Design conv3x3_window, sky130hd; sources not shown.
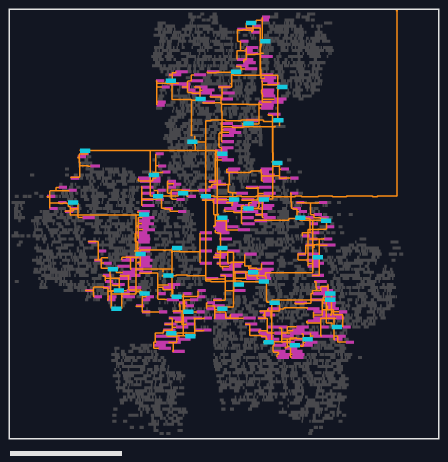
(images/clk_routes.png)
Bar = 100 um.
Key: clock drivers = cyan [count 48]; clock wires = orange [length 5570 um]; flip-flops = magenta [count 330]
There are 49 routed clock nets.
clock group total power: 1440 uW
Insertion Delay late pin: 0.60 ns

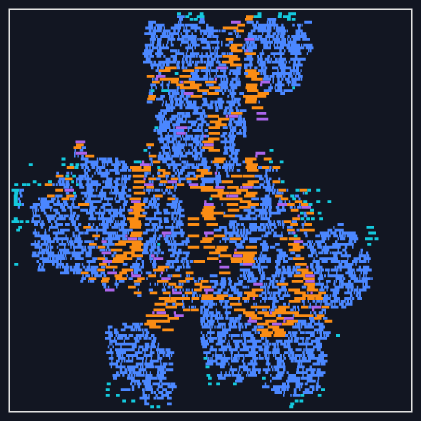
(images/placement_by_type.png)
Key: clock drivers and dummy loads = purple [cells 89, share of their area 3.8%]; remaining buffers and delay cells = cyan [cells 118, share of their area 3.0%]; combinational and other logic = blue [cells 3434, share of their area 71%]; sequential cells = orange [cells 330, share of their area 23%]
final instance area: 41000 um^2
core region area: 144000 um^2
number of rows created at floorplan: 139
end-of-flow core utilization: 0.285

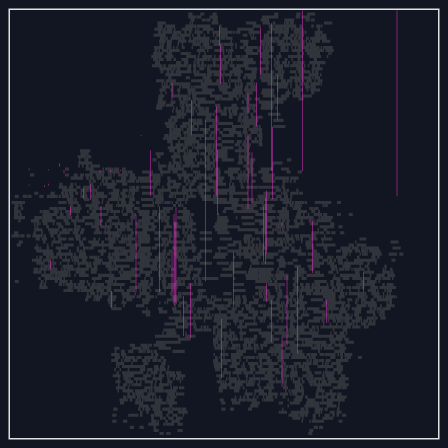
(images/layer_met4.png)
Cells faint in the background.
40 nets have wire on it. The layer carries 2360 um of wire. The wires run mostly vertical. The longest straight run is 166 um. The layer holds 2.7% of the routed length.
DR vias: 25700
wirelength, routed: 88.2 mm

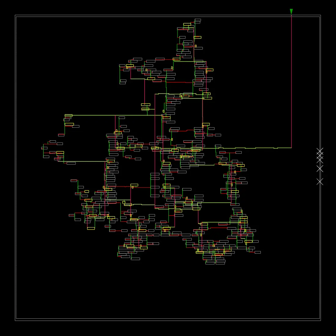
(images/clocks.png)
clock buffers created by TritonCTS: 48
clkbuf count: 85
total clock sinks: 330
flip-flops: 330

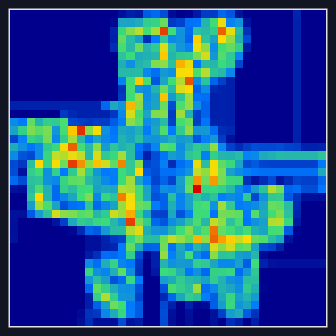
(images/metal_density.png)
38 x 38 tiles, from dark blue (low) to red (high), scaled to the fullest tile. Values are wire area over tile area, all layers added.
The emptiest ninth of the die: top left. 36% of the tiles are nearly empty. The fullest tile reaches 0.43. 14% of the tiles are over half the peak. The mean over all tiles is 0.096.
per-cell routed wire length: 15.0 um
total track usage: 0.122

==> results.txt <==
Flow results.

- IR analysis of the VDD net gives a maximum drop of 0.0998 mV.
- Yosys reported that registers with async set or reset make up 0.
- The clock passes through at most 3 buffers.
- Of the synthesized area, sequential elements account for 0.240.
- The number of global-route vias before repair is 26300.
- The worst setup path is captured at a register.
- The part of the total power dissipated in combinational logic is 0.081.
- The number of nets in the synthesized netlist is 4817.
- The share of total power dissipated in the clock network is 0.481.
- The final period demand of the worst path is 6.49 ns.
- The synthesized netlist occupies a cell area of 36300 um^2.
- The max-cap violation count is 0.
- Per the post-CTS timing run, clock transition at the registers of the reported paths is 0.05 ns.
- Summed over all layers, the global routing overflow is 0.
- For reference, the final report shows the hold violation count at 0.
- At the end of routability-driven placement, the weighted congestion stood at 0.852.
- The power report attributes to the sequential group a share of 0.438.
- The number of library cell types mapped by synthesis is 74.
- The number of enable flip-flop cells is 210.
- The clock tree root buffer cell is clkbuf_16.
- For this design, the CTS-stage hold fixing added 0 buffers.
- The layout overhead on the synthesized area is 12.9%.
- After synthesis the netlist holds a flip-flop and latch count of 330.
- The setup path with the least slack is of type input port to register.
- According to the floorplan report, the die height is 383 um.
- The share of cells above drive strength 1 is 0.0237.
- The overall die size recorded for this design is 147000 um^2.
- The synthesized instance count is 3859.
- Summed over all nets, the switching power comes to 714 uW.
- The starting utilization of the core area is 0.252.
- The number of slew-limit violations in the final report is 0.
- The wire-length estimate of the detail-placed layout is 72.2 mm.
- The number of flip-flops under the largest register name is 153.
- The yosys-reported design area after synthesis is 36300 um^2.
- The remaining number of nets flagged by the antenna check after routing is 0.
- STA shows the worst reg2reg path with a cell count of 15.
- For this run, the detailed router reports a per-instance via density of 4.38.
- The count of tool warnings is 26.
- The fmax is 154 MHz.
- The total cells reported by yosys after synthesis is 3859.
- Across all register-to-register paths, the minimum setup slack is 6.15 ns.
- For the worst setup path, the data required time is 11.20 ns.
- The post-layout net count is 4890.
- The clock tree from TritonCTS is done.
- The post-cts repair resize count is 0.
- The post-synthesis area per instance is 9.40 um^2.
- The sum of negative setup slack is 0 ns.
- The internal portion of total power is 2280 uW.
- The final reports fail on design-rule violations.
- The number of detailed-route iterations in the first pass is 7.
- The initial antenna violation count is 10.
- The run finished, with violations left.
- For this run, the final setup violation count is recorded as 0.
- The most numerous logic cell after layout is inv_1.
- Hold analysis shows the worst path with a depth of 2.
- The top cell types in the final layout, fill and taps aside, are inv_1 (617), ha_1 (511), nand2_1 (434).
- The boundary pin count is 112.
- Per the timing report, the biggest fanout along the worst path comes to 8.
- The classification of the worst-slack hold path is register to register.
- The analysis attributes to cell leakage a power of 0.0183 uW.
- The DRC violation count after routing is 10.
- STA classifies the critical path startpoint as an input port.
- The report lists the power per cell area as 73.1 nW/um^2.
- According to the timing report, the arrival time at the worst endpoint equals 6.70 ns.
- In this run the tool buffered the top-level ports with 111 buffer cells.
- Buffers added to address setup during post-CTS repair amount to 0.
- The horizontal extent of the die is 383 um.
- The dominant register cell is edfxtp_1.
- The worst slew margin relative to its limit is 0.305.
- The actual slew at the worst max-slew pin is 1.04 ns.
- Counting the warning lines in the Yosys log gives 0.
- Dividing the final minimum period by the clock period gives 0.590.
- The detailed router finished its first iteration with 1174 violations.
- The clock tree synthesis step divided the H-tree into 2 levels.
- The total cell area at the placement stage is 39500 um^2.
- The switching part of the total is 0.238.
- Setup repair after global routing left no endpoint under its margin.
- The wire length of the first global-routing pass is 142 mm.
- Entering global routing, the biggest net connects 97 pins.
## cells in the mapped netlist, types with 19 or more instances
cell type | count | area (um^2)
a21oi_1 | 152 | 761
fa_1 | 359 | 7190
ha_1 | 511 | 6390
a31oi_1 | 19 | 119
a21o_1 | 41 | 308
dfxtp_1 | 120 | 2400
nor2b_1 | 49 | 307
and2_1 | 336 | 2100
xnor2_1 | 168 | 1470
nand3_1 | 34 | 170
inv_1 | 617 | 2320
a21boi_0 | 77 | 578
o21a_1 | 44 | 330
a211oi_1 | 21 | 158
o21ai_0 | 73 | 365
nand2_1 | 434 | 1630
nor3_1 | 32 | 160
clkbuf_1 | 95 | 357
nor2_1 | 182 | 683
xor2_1 | 31 | 272
edfxtp_1 | 210 | 6310
nand2b_1 | 56 | 350
## final cells by class
cell class | instances | area (um^2)
fillers | 15000 | 103000
inverters | 617 | 2320
multi-input cells | 2817 | 24900
repair buffers | 118 | 1160
well taps | 1903 | 2380
clock buffers | 85 | 1370
clock inverters | 4 | 98.8
flip-flops and latches | 330 | 8710
diodes | 1 | 2.50
## cell families (layout without fill, tap and decap cells)
group | count (synthesis) | count (layout) | share of synthesized area
and+or+nand+nor | 1205 | 1205 | 0.164
buffers and inverters | 712 | 824 | 0.0736
adders and majority gates | 870 | 870 | 0.374
AOI/OAI and AO/OA | 543 | 543 | 0.0999
xor gates and xnor gates | 199 | 199 | 0.0480
DFF | 330 | 330 | 0.240
other | 0 | 1 | 0
## stage by stage
| step | hold slack, ns | setup WS [ns] | util | cells | total power (uW) |
|---|---|---|---|---|---|
| global route | 0.375 | 4.17 | 0.285 | 5874 | 3120 |
| detailed placement | 0.349 | 3.92 | 0.275 | 5785 | 1580 |
| finish | 0.355 | 4.51 | 0.285 | 5875 | 2990 |
| floorplan | 0.335 | 4.77 | - | 3859 | 1480 |
| CTS | 0.353 | 4.54 | 0.285 | 5874 | 3050 |
| global placement | 0.347 | 3.93 | 0.275 | 5785 | 1580 |
## critical path, stage by stage
cell and delay, ns:
clkdlybuf4s50_1 0.65, nand2_1 0.13, fa_1 0.47, fa_1 0.54
inv_1 0.04, ha_1 0.27, inv_1 0.06, fa_1 0.59
inv_1 0.06, ha_1 0.29, a21o_1 0.16, a21oi_1 0.21
nor2b_1 0.10, nor4_1 0.29, o31ai_1 0.18, o41ai_1 0.32
xnor2_1 0.14
## per-layer routing
metal  routed length, um  track usage  up-vias  share of wire
met4                2360       0.0339       18          0.027
met2               40900        0.205      413           0.46
met3                4310       0.0216      131          0.049
met1               40500        0.159    12500           0.46
met5                 122            0        -         0.0014
li1                    -            -    12700              -
## power by group through the flow
stage | clock, uW | combinational [uW] | sequential (uW)
2_1_floorplan | 0 | 138 | 1340
3_3_place_gp | 0 | 241 | 1340
3_5_place_dp | 0 | 243 | 1340
4_1_cts | 1490 | 246 | 1310
5_1_grt | 1540 | 273 | 1310
6_report | 1440 | 242 | 1310
Power figures rest on the tool's default switching activity, not on a simulated workload.
